[config.mk]
export PLATFORM = sky130hd
export DESIGN_NAME = canvas_sequencer
export DESIGN_NICKNAME = d
export VERILOG_FILES = /design/src/rtl/canvas_pkg.sv /design/src/rtl/canvas_scan_counter.sv /design/src/rtl/canvas_sequencer.sv
export SDC_FILE = /design/constraint.sdc
export NUM_CORES = 1
export LEC_CHECK = 0
export ABC_AREA = 1
export CORE_AREA = 2 2 93 95
export DETAILED_ROUTE_END_ITERATION = 12
export DIE_AREA = 0 0 95 97
export PLACE_DENSITY = 0.58
export SETUP_SLACK_MARGIN = 0.05
export SLEW_MARGIN = 15
export SYNTH_ARGS = -nofsm -noshare
export SYNTH_HDL_FRONTEND = slang
export SYNTH_HIERARCHICAL = 1
export SYNTH_SLANG_ARGS = --single-unit
[constraint.sdc]
create_clock -name frame_clk -period 2.16 [get_ports frame_clk]
set_clock_uncertainty 0.15 [all_clocks]
set_input_delay 0.432 -clock frame_clk [delete_from_list [all_inputs] [get_ports frame_clk]]
set_output_delay 0.432 -clock frame_clk [all_outputs]
set_load 0.02 [all_outputs]
[src/rtl/canvas_pkg.sv]
// Shared types and constants for the canvas sequencer and the canvas raster counters.
package canvas_pkg;

  localparam int CANVAS_DIM    = 28;
  localparam int CANVAS_PIXELS = 784;
  localparam int PIX_MAX       = 2047;

  typedef logic [4:0] canvas_coord_t;

  typedef enum logic [2:0] {
    ST_IDLE   = 3'd0,
    ST_DRAW   = 3'd1,
    ST_CLEAR  = 3'd2,
    ST_STREAM = 3'd3,
    ST_WAIT   = 3'd4
  } seq_state_t;

endpackage

[src/rtl/canvas_scan_counter.sv]
// Row-major x/y raster counter over a DIM x DIM canvas; x runs fastest and the
// count saturates on the final pixel instead of wrapping.
module canvas_scan_counter
  import canvas_pkg::*;
#(
  parameter int DIM = 28
) (
  input  logic       frame_clk,
  input  logic       Reset,
  input  logic       clear,
  input  logic       advance,
  output logic [4:0] x,
  output logic [4:0] y,
  output logic       last
);

  localparam canvas_coord_t COORD_MAX = canvas_coord_t'(DIM - 1);

  canvas_coord_t x_r;
  canvas_coord_t y_r;
  canvas_coord_t x_s;
  canvas_coord_t y_s;
  logic          last_r;
  logic          last_s;

  // Next coordinate: clear wins, advance holds once the final pixel is reached
  always_comb begin
    x_s = x_r;
    y_s = y_r;
    if (clear) begin
      x_s = 5'd0;
      y_s = 5'd0;
    end else if (advance && !last_r) begin
      if (x_r == COORD_MAX) begin
        x_s = 5'd0;
        y_s = y_r + 5'd1;
      end else begin
        x_s = x_r + 5'd1;
        y_s = y_r;
      end
    end else begin
      x_s = x_r;
      y_s = y_r;
    end
    last_s = (x_s == COORD_MAX) && (y_s == COORD_MAX);
  end

  // Coordinate and last-pixel registers
  always_ff @(posedge frame_clk or posedge Reset) begin
    if (Reset) begin
      x_r    <= 5'd0;
      y_r    <= 5'd0;
      last_r <= 1'b0;
    end else begin
      x_r    <= x_s;
      y_r    <= y_s;
      last_r <= last_s;
    end
  end

  assign x    = x_r;
  assign y    = y_r;
  assign last = last_r;

endmodule

[src/rtl/canvas_sequencer.sv]
// Serialises drawing, clearing and NN classification on the shared 28x28 canvas:
// gates the editor, streams pixels to the NN core and holds its result.
module canvas_sequencer
  import canvas_pkg::*;
#(
  parameter int CANVAS_DIM     = 28,
  parameter int TIMEOUT_CYCLES = 1023,
  parameter bit AUTO_CLASSIFY  = 1'b1
) (
  input  logic        frame_clk,
  input  logic        Reset,
  input  logic        draw_btn,
  input  logic        clear_req,
  input  logic        classify_req,
  output logic        edit_run,
  output logic        canvas_clear,
  output logic [4:0]  pix_x,
  output logic [4:0]  pix_y,
  input  logic [15:0] pix_data,
  output logic        nn_valid,
  output logic [15:0] nn_data,
  output logic        nn_last,
  input  logic        nn_ready,
  output logic        nn_abort,
  input  logic        nn_done,
  input  logic [3:0]  nn_digit,
  output logic [3:0]  result_digit,
  output logic        result_valid,
  output logic        timeout_err,
  output logic        busy
);

  localparam int                WAIT_W     = $clog2(TIMEOUT_CYCLES + 1);
  localparam logic [WAIT_W-1:0] WAIT_LIMIT = WAIT_W'(TIMEOUT_CYCLES - 1);

  seq_state_t        state_r;
  seq_state_t        state_s;
  logic              edit_run_r,     edit_run_s;
  logic              canvas_clear_r, canvas_clear_s;
  logic              nn_valid_r,     nn_valid_s;
  logic              nn_abort_r,     nn_abort_s;
  logic [3:0]        result_digit_r, result_digit_s;
  logic              result_valid_r, result_valid_s;
  logic              timeout_err_r,  timeout_err_s;
  logic              busy_r,         busy_s;
  logic [WAIT_W-1:0] wait_cnt_r,     wait_cnt_s;
  logic              beat_accept_s;
  logic              scan_clear_s;
  logic              scan_advance_s;
  logic              scan_last_s;

  assign beat_accept_s = nn_valid_r && nn_ready;

  // Next state and next values of every registered output
  always_comb begin
    state_s        = state_r;
    canvas_clear_s = 1'b0;
    nn_abort_s     = 1'b0;
    result_digit_s = result_digit_r;
    result_valid_s = result_valid_r;
    timeout_err_s  = timeout_err_r;
    wait_cnt_s     = {WAIT_W{1'b0}};

    case (state_r)
      ST_IDLE: begin
        if (clear_req) begin
          state_s = ST_CLEAR;
        end else if (classify_req) begin
          state_s = ST_STREAM;
        end else if (draw_btn) begin
          state_s        = ST_DRAW;
          result_valid_s = 1'b0;
        end else begin
          state_s = ST_IDLE;
        end
      end
      ST_DRAW: begin
        if (clear_req) begin
          state_s = ST_CLEAR;
        end else if (!draw_btn) begin
          state_s = AUTO_CLASSIFY ? ST_STREAM : ST_IDLE;
        end else begin
          state_s = ST_DRAW;
        end
      end
      ST_CLEAR: begin
        canvas_clear_s = 1'b1;
        result_valid_s = 1'b0;
        timeout_err_s  = 1'b0;
        state_s        = ST_IDLE;
      end
      ST_STREAM: begin
        if (clear_req) begin
          nn_abort_s = 1'b1;
          state_s    = ST_CLEAR;
        end else if (beat_accept_s && scan_last_s) begin
          state_s = ST_WAIT;
        end else begin
          state_s = ST_STREAM;
        end
      end
      ST_WAIT: begin
        // A clear outranks a result arriving in the same cycle
        if (clear_req) begin
          nn_abort_s = 1'b1;
          state_s    = ST_CLEAR;
        end else if (nn_done) begin
          result_digit_s = nn_digit;
          result_valid_s = 1'b1;
          state_s        = ST_IDLE;
        end else if (wait_cnt_r == WAIT_LIMIT) begin
          timeout_err_s  = 1'b1;
          result_valid_s = 1'b0;
          nn_abort_s     = 1'b1;
          state_s        = ST_IDLE;
        end else begin
          wait_cnt_s = wait_cnt_r + WAIT_W'(1'b1);
          state_s    = ST_WAIT;
        end
      end
      default: begin
        state_s = ST_IDLE;
      end
    endcase

    edit_run_s     = (state_s == ST_DRAW);
    nn_valid_s     = (state_s == ST_STREAM);
    busy_s         = (state_s != ST_IDLE) && (state_s != ST_DRAW);
    scan_clear_s   = (state_s == ST_STREAM) && (state_r != ST_STREAM);
    scan_advance_s = (state_r == ST_STREAM) && beat_accept_s;
  end

  // State and registered output bank
  always_ff @(posedge frame_clk or posedge Reset) begin
    if (Reset) begin
      state_r        <= ST_IDLE;
      edit_run_r     <= 1'b0;
      canvas_clear_r <= 1'b0;
      nn_valid_r     <= 1'b0;
      nn_abort_r     <= 1'b0;
      result_digit_r <= 4'd0;
      result_valid_r <= 1'b0;
      timeout_err_r  <= 1'b0;
      busy_r         <= 1'b0;
      wait_cnt_r     <= {WAIT_W{1'b0}};
    end else begin
      state_r        <= state_s;
      edit_run_r     <= edit_run_s;
      canvas_clear_r <= canvas_clear_s;
      nn_valid_r     <= nn_valid_s;
      nn_abort_r     <= nn_abort_s;
      result_digit_r <= result_digit_s;
      result_valid_r <= result_valid_s;
      timeout_err_r  <= timeout_err_s;
      busy_r         <= busy_s;
      wait_cnt_r     <= wait_cnt_s;
    end
  end

  canvas_scan_counter #(
    .DIM (CANVAS_DIM)
  ) u_scan (
    .frame_clk (frame_clk),
    .Reset     (Reset),
    .clear     (scan_clear_s),
    .advance   (scan_advance_s),
    .x         (pix_x),
    .y         (pix_y),
    .last      (scan_last_s)
  );

  assign edit_run     = edit_run_r;
  assign canvas_clear = canvas_clear_r;
  assign nn_valid     = nn_valid_r;
  assign nn_data      = pix_data;
  assign nn_last      = scan_last_s;
  assign nn_abort     = nn_abort_r;
  assign result_digit = result_digit_r;
  assign result_valid = result_valid_r;
  assign timeout_err  = timeout_err_r;
  assign busy         = busy_r;

endmodule

==> qor.rpt, run 1 <==
================================================================================
Cell area after synthesis .........................................     2011 um2
Initial Util ......................................................       0.2472
Most common library cell in the layout ignoring fill and taps .....      nand2_1
Cell at the root of the clock tree ................................     clkbuf_8
Crit Path Class ................................................... flop to primary output
MaxCap Viol Count .................................................            0
Cell count listed in synth_stat.txt ...............................          258
Pin count of the biggest net entering global routing ..............           25
Final clock period utilization by the worst path ..................       0.9225
Number of synthesized register bits ...............................           35
PnR worst setup slack .............................................    0.1675 ns
Sort of element at the start of the critical path .................         flop
First-pass GRT wire length ........................................     7.741 mm
Number of global-route vias before repair .........................         1667
Normalized max-slew margin ........................................       0.6970
Min-Delay Path Class .............................................. primary input to asynchronous set/reset pin
Number of antenna violations at the first check in global routing .            0
DRC ...............................................................            0
Critical path fanouts, max ........................................            7
Run status ........................................................ complete, no violations
Placed Instances ..................................................          393
Slowest stage cell on the critical path ........................... clkdlybuf4s50_1
Area growth from synthesis to layout ..............................       29.99%
Deepest level of the CTS H-tree ...................................            2
Number of buffers created by CTS ..................................            5
Detail-routed via count per cell ..................................        4.124
Detailed Place HPWL ...............................................     3.265 mm
Synth top area cells .............................................. dfrtp_1, nand2_1, inv_1, buf_4, nor2_1
Final wirelength ..................................................     4.332 mm
Number of nets in the layout ......................................          328
Total of warnings raised by yosys .................................            6
Chip footprint ....................................................     9215 um2
================================================================================
-- run 1: layout make-up --
class / count / share of cell area
Timing Repair Buffer: 49 / 0.1723
Clock inverter: 3 / 0.01819
Clock buffer: 5 / 0.02633
Inverter: 46 / 0.06606
Multi-Input combinational cell: 160 / 0.3313
Sequential cell: 35 / 0.3356
Tap cell: 105 / 0.05026
-- run 1: per-layer routing --
metal,global-route usage,share of wire,vias to the layer above
li1,-,-,860
met1,0.1367,0.47,767
met2,0.1669,0.48,31
met3,0.02336,0.042,4
met4,0.04013,0.010,0
met5,0,0,-
-- run 1: power breakdown --
part / leakage [uW] / switching [uW] / internal [uW]
Sequential: 0.000479 / 65.8 / 738
Combinational: 0.000676 / 431 / 332
Clock: 0.0000587 / 265 / 350
-- run 1: cells in the mapped netlist (all sizes together) --
master,instances
a21oi,4
buf,17
dfrtp,35
ha,4
inv,46
nand2,57
nand3,24
nand4,5
nor2,43
nor3,6
o21ai,12
o21bai,1
o31ai,1
xnor2,3
-- run 1: worst paths after layout --
path                              start      endpoint  depth (start not counted)
max                         u_scan/x[3]      pix_x[3]                          1
min                               Reset   u_scan/y[4]                          2
max reg2reg                  state_r[2]   u_scan/last                         11
min reg2reg                result_valid  result_valid                          2
max in group asynchronous         Reset   u_scan/last                          2
min in group frame_clk     result_valid  result_valid                          2
-- run 1: kinds of logic after synthesis --
| logic type | count (synthesis) | synth area share |
|---|---|---|
| AOI/OAI and AO/OA | 18 | 0.04729 |
| buffers and inverters | 63 | 0.1512 |
| and+or+nand+nor | 135 | 0.3279 |
| xor gates and xnor gates | 3 | 0.01307 |
| adders and majority gates | 4 | 0.02489 |
| DFF | 35 | 0.4356 |
-- run 1: through the flow --
stage | util | power, uW | hold slack (ns) | instance area, um2 | TNS [ns]
floorplan | - | 1243 | 0.1344 | 2011 | 0
global placement | 0.3004 | 1531 | 0.3172 | 2444 | -0.3665
finish | 0.3213 | 2182 | 0.3164 | 2614 | 0
CTS | 0.3147 | 2153 | 0.3331 | 2560 | 0
global route | 0.3213 | 2333 | 0.3780 | 2614 | 0
detailed placement | 0.3004 | 1524 | 0.3205 | 2444 | -0.5756
-- run 1: sequential cells by signal, summed over array words and instances, names as in the netlist --
register,count
u_scan/last,1
u_scan/y,5
state_r,3
nn_valid,1
wait_cnt_r,10
result_valid,1
timeout_err,1
nn_abort,1
edit_run,1
canvas_clear,1
result_digit,4
busy,1
u_scan/x,5
-- run 1: timing repair --
action                                  CTS  global route
setup buffers                             0             2
resized                                   0            15
hold buffers                              0             0
endpoints found under the setup margin    0             4
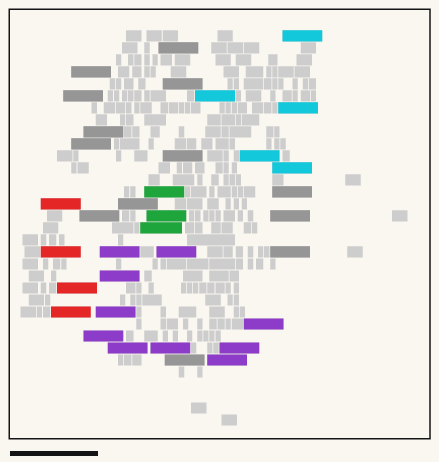
run_1/flops_by_reg.png
Bar = 20 um. Other sequential cells in the stronger gray, the rest of the logic in the fainter gray.
Red is `result_digit`, flops 4, where left middle. Purple is `wait_cnt_r`, flops 10. Cyan is `u_scan/x`, flops 5. Green is `state_r`, flops 3.
Another 13 sequential cells are not colored.
fraction of area in registers: 0.3356
storage element area: 877.1 um2
Final Util: 0.3213
sequential cell power: 804 uW

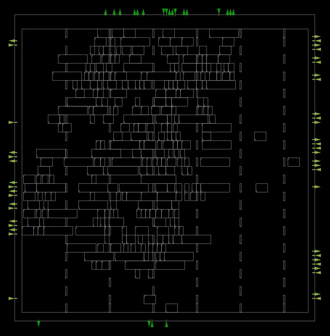
run_1/placement.png
number of placement rows: 33
fin cells: 403
Filler Cells Inserted: 831
flop count: 35
tap cells: 105

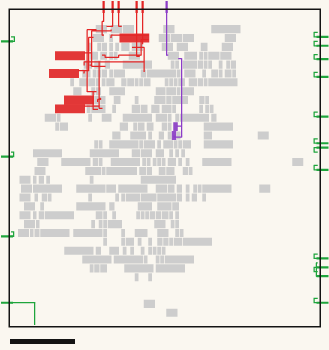
run_1/io_fan.png
Bar = 20 um.
Green is `pix_data`, bits 16, direction input, edge 12 right, 4 left, end cells 0, wire 62.4 um. Purple is `draw_btn`, bits 1, direction input, edge top, end cells 2, wire 43.3 um. Red is `pix_y`, bits 5, direction output, edge top, end cells 5, wire 203 um.
count of input and output buffers: 32
number of I/O pins: 65

==> run 2: changes to the inputs <==
Settings changed: CELL_PAD_IN_SITES_DETAIL_PLACEMENT set to 0, CELL_PAD_IN_SITES_GLOBAL_PLACEMENT set to 1, HOLD_SLACK_MARGIN set to 0.1, PLACE_DENSITY 0.58 to 0.73.
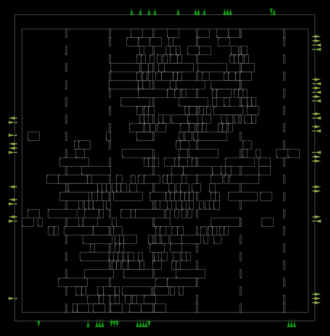
run_2/placement.png
Filler Cells Inserted: 862
Final Util: 0.3090
fin cells: 396

==> qor.rpt, run 2 <==
================================================================================
Run status ........................................................ complete, no violations
Number of global-route vias before repair .........................         1568
Depth of the worst register-to-register path ......................           12
Commonest flop ....................................................      dfrtp_1
Detailed Place HPWL ...............................................     3.350 mm
Final wirelength ..................................................     4.256 mm
Hold Path Depth ...................................................            2
Pin count of the biggest net entering global routing ..............           25
Crit Path Class ................................................... primary input to flop
Quantity of hold-fixing buffers added after cts ...................            0
Post-placement setup slack ........................................   -0.2286 ns
Number of placement rows ..........................................           33
Cell accounting for the most synthesized area .....................      dfrtp_1
Number of I/O pins ................................................           65
Number of buffers on the longest clock path .......................            2
Number of flip-flops under the largest register name ..............           10
Sort of element at the start of the critical path ................. primary input
Detail-routed via count per cell ..................................        3.992
PnR worst setup slack .............................................    0.1733 ns
Number of nets in the layout ......................................          322
Initial Util ......................................................       0.2472
Cell count listed in synth_stat.txt ...............................          258
Commonest cells post-synth ........................................ nand2_1, inv_1, dfrtp_1
Total of warnings raised by yosys .................................            6
Area growth from synthesis to layout ..............................       25.02%
Final clock period utilization by the worst path ..................       0.9197
Min-Delay Path Class .............................................. flop to flop
DRC ...............................................................            0
Normalized max-slew margin ........................................       0.7074
Tot GR Track Use ..................................................       0.1007
Most common cell in the netlist ...................................      nand2_1
Final instance area ...............................................     2514 um2
Number of buffers created by CTS ..................................            5
Signal arrival time at the worst endpoint .........................      2.05 ns
Deepest level of the CTS H-tree ...................................            2
Count of input and output buffers .................................           32
Synth top area cells .............................................. dfrtp_1, nand2_1, inv_1, buf_4, nor2_1
First-pass GRT wire length ........................................     7.417 mm
Number of antenna violations at the first check in global routing .            0
Critical path fanouts, max ........................................            6
Largest register by flop count ....................................   wait_cnt_r
Most common library cell in the layout ignoring fill and taps .....      nand2_1
Cell at the root of the clock tree ................................     clkbuf_8
Placed Area .......................................................     2406 um2
================================================================================
[run 2: cell counts after synthesis]
No cell type changed its count.
[run 2: cell families (layout without fill, tap and decap cells)]
logic type,Yosys count,count (layout),share of synthesized area
AND-OR/OR-AND,18,18,0.04729
XOR/XNOR,3,3,0.01307
adder cells (fa/ha/maj),4,4,0.02489
buffers and inverters,63,96,0.1512
flip-flops,35,35,0.4356
AND/OR/NAND/NOR,135,135,0.3279
[run 2: through the flow]
| step | hold WS [ns] | TNS, ns | instances | total power (uW) | utilization |
|---|---|---|---|---|---|
| floorplan | 0.1344 | 0 | 258 | 1243 | - |
| global placement | 0.3071 | -0.2792 | 388 | 1518 | 0.2958 |
| detailed placement | 0.3190 | -0.3394 | 388 | 1519 | 0.2958 |
| CTS | 0.3373 | 0 | 395 | 2013 | 0.3066 |
| global route | 0.3555 | 0 | 396 | 2130 | 0.3090 |
| finish | 0.3301 | 0 | 396 | 1983 | 0.3090 |
[run 2: worst paths after layout]
| kind | start | end | slack, ns |
|---|---|---|---|
| min | timeout_err | timeout_err | 0.33 |
| min in group asynchronous | Reset | u_scan/x[2] | 0.35 |
| max in group asynchronous | Reset | u_scan/x[1] | 1.20 |
| max reg2reg | state_r[2] | u_scan/last | 0.24 |
| min reg2reg | timeout_err | timeout_err | 0.33 |
| max | nn_ready | u_scan/last | 0.17 |
[run 2: report_power, final]
group	internal, uW	total (uW)	switching (uW)
clock	250	478	228
sequential	739	803	64.0
combinational	302	703	401
[run 2: metal layers]
layer | part of all wire | global-route usage
met1 | 0.49 | 0.1374
met2 | 0.46 | 0.1549
met3 | 0.041 | 0.02103
met4 | 0.010 | 0.03902
met5 | 0 | 0
[run 2: area by class of cell]
class	instances	area, um2
clock inverters	1	5.005
inverters	46	172.7
fillers	862	5620
flip-flops and latches	35	877.1
multi-input cells	160	839.6
repair buffers	43	405.4
well taps	105	131.4
clock buffers	6	82.58
[run 2: critical path: stages]
cell and delay, ns:
clkdlybuf4s50_1 0.49, nand3_2 0.12, o21ai_2 0.16, nand3_2 0.08, nand2_1 0.09, nor2_1 0.07, inv_2 0.10, nand2_1 0.07
nor2_2 0.10, nand3_1 0.08, nor2_1 0.10, nand3_1 0.08, nor2_2 0.08
[run 2: repair_timing]
action | CTS | global route
resized | 0 | 6
setup endpoints to repair | 0 | 1
hold endpoints to repair | 0 | 0
setup buffers | 0 | 1
==> run 3: changes to the inputs <==
Settings changed: CORE_AREA 2 2 93 95 to 5 5 96 98, DIE_AREA 0 0 95 97 to 0 0 101 103, SETUP_SLACK_MARGIN 0.05 to 0.2.
==> qor.rpt, run 3 <==
================================================================================
MaxCap Viol Count .................................................            0
Worst R2R End .....................................................  u_scan/last
Most common cell in the netlist ...................................      nand2_1
Number of nets in the layout ......................................          323
Largest register by flop count ....................................   wait_cnt_r
Fin cells .........................................................          400
Number of antenna violations at the first check in global routing .            0
GR Layer Usage met3 ...............................................      0.03518
Number of I/O pins ................................................           65
Number of buffers created by CTS ..................................            5
Detail-routed via count per cell ..................................        4.103
Worst hold slack ..................................................    0.3219 ns
Launching instance or port of the critical path ...................     nn_valid
Run status ........................................................ complete, no violations
Cell accounting for the most synthesized area .....................      dfrtp_1
Commonest flop ....................................................      dfrtp_1
First-pass GRT wire length ........................................     7.541 mm
Global routing usage on met2 ......................................       0.1428
Final instance area ...............................................     2592 um2
Synth top area cells .............................................. dfrtp_1, nand2_1, inv_1, buf_4, nor2_1
Launch instance of the worst register-to-register path ............   state_r[2]
Number of synthesized register bits ...............................           35
Placed Instances ..................................................          392
Number of flip-flops under the largest register name ..............           10
Most used routing layer in global routing .........................         met2
Ordered list of cells on the worst path ........................... clkdlybuf4s50_1
Met1 GRT Util .....................................................       0.1139
Depth of the worst register-to-register path ......................           11
Final clock period utilization by the worst path ..................       0.8729
Tot GR Track Use ..................................................      0.09159
================================================================================
-- run 3: cell counts after synthesis --
Identical to the previous run, type by type.
-- run 3: kinds of logic (layout without fill, tap and decap cells) --
| logic type | Yosys count | in the layout | share of synthesized area |
|---|---|---|---|
| XOR/XNOR | 3 | 3 | 0.01307 |
| buffers and inverters | 63 | 97 | 0.1512 |
| AND/OR/NAND/NOR | 135 | 135 | 0.3279 |
| flip-flops | 35 | 35 | 0.4356 |
| adder cells (fa/ha/maj) | 4 | 4 | 0.02489 |
| AND-OR/OR-AND | 18 | 18 | 0.04729 |
-- run 3: through the flow --
stage                       util  TNS (ns)  total power (uW)
final                     0.3093         0              2082
after global routing      0.3093         0              2223
after CTS                 0.2989         0              2042
after detailed placement  0.2884   -0.5016              1534
after global placement    0.2884   -0.2672              1535
after floorplan                -         0              1243
-- run 3: report_power, final --
group	internal, uW	total [uW]	switching (uW)
logic	341	790	449
registers	739	805	66.2
clock network	250	488	237
total	1330	2080	752
-- run 3: metal layers --
metal | up-vias | share of wire
met5 | - | 0
met4 | 0 | 0.022
met3 | 11 | 0.061
met2 | 37 | 0.45
met1 | 743 | 0.46
li1 | 850 | -
-- run 3: layout make-up --
class	instances	area, um2	share of cell area
Timing Repair Buffer	44	425.4	0.1641
Sequential cell	35	877.1	0.3383
Clock inverter	1	5.005	0.001930
Inverter	46	172.7	0.06660
Multi-Input combinational cell	160	894.6	0.3451
Clock buffer	6	82.58	0.03185
Tap cell	108	135.1	0.05212
-- run 3: timing repair --
item / CTS / global route
cloned: 0 / 0
endpoints found under the setup margin: 5 / 14
buffers inserted: 0 / 1
pin swaps: 0 / 7
endpoints found under the hold margin: 0 / 0
gates resized: 6 / 25
-- run 3: worst min-delay path by stage --
stage | depth (start not counted) | endpoint | from
after floorplan | 1 | u_scan/last | Reset
after global placement | 2 | timeout_err | timeout_err
final | 2 | timeout_err | timeout_err
after CTS | 2 | timeout_err | timeout_err
after global routing | 2 | timeout_err | timeout_err
after detailed placement | 2 | timeout_err | timeout_err
-- run 3: worst min-delay path: cells and delay by family (launching register included) --
family	cells	cell delay, ns
DFF	1	0.35
and+or+nand+nor	2	0.09
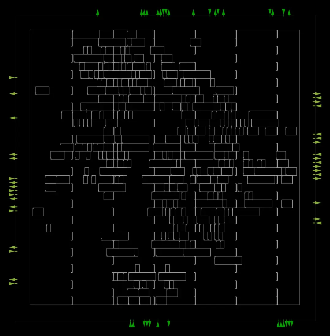
run_3/placement.png
number of placement rows: 34
tap cells: 108
Filler Cells Inserted: 884


==> notes/layouts.md <==
Pictures saved along the way, in no particular order.

Placement density heat map.
Bar = 20 um. The die is cut into 10 by 10 equal tiles; white is low, dark blue is high, 0 to 100% covered.
picture 1
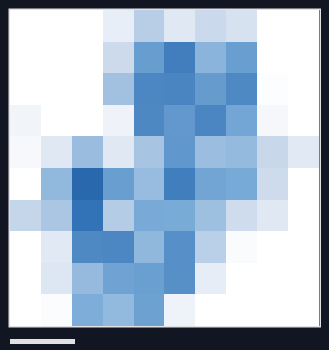
picture 2
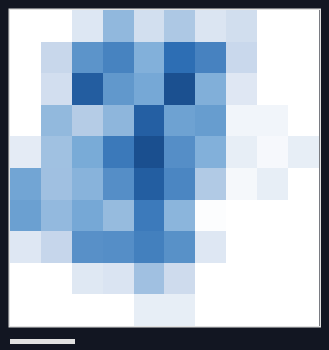
picture 3
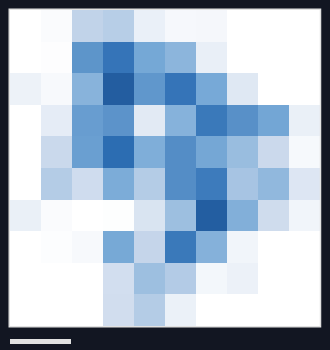
run 2 -> picture 1
run 1 -> picture 2
run 3 -> picture 3

Key to picture 1:
1.0% of the tiles are over 75% full. The mean over all tiles is 26%. 34% of the tiles are nearly empty. The fullest tile reaches 78%. The emptiest ninth of the die: top left.

Power is estimated from default activity; no workload was simulated.
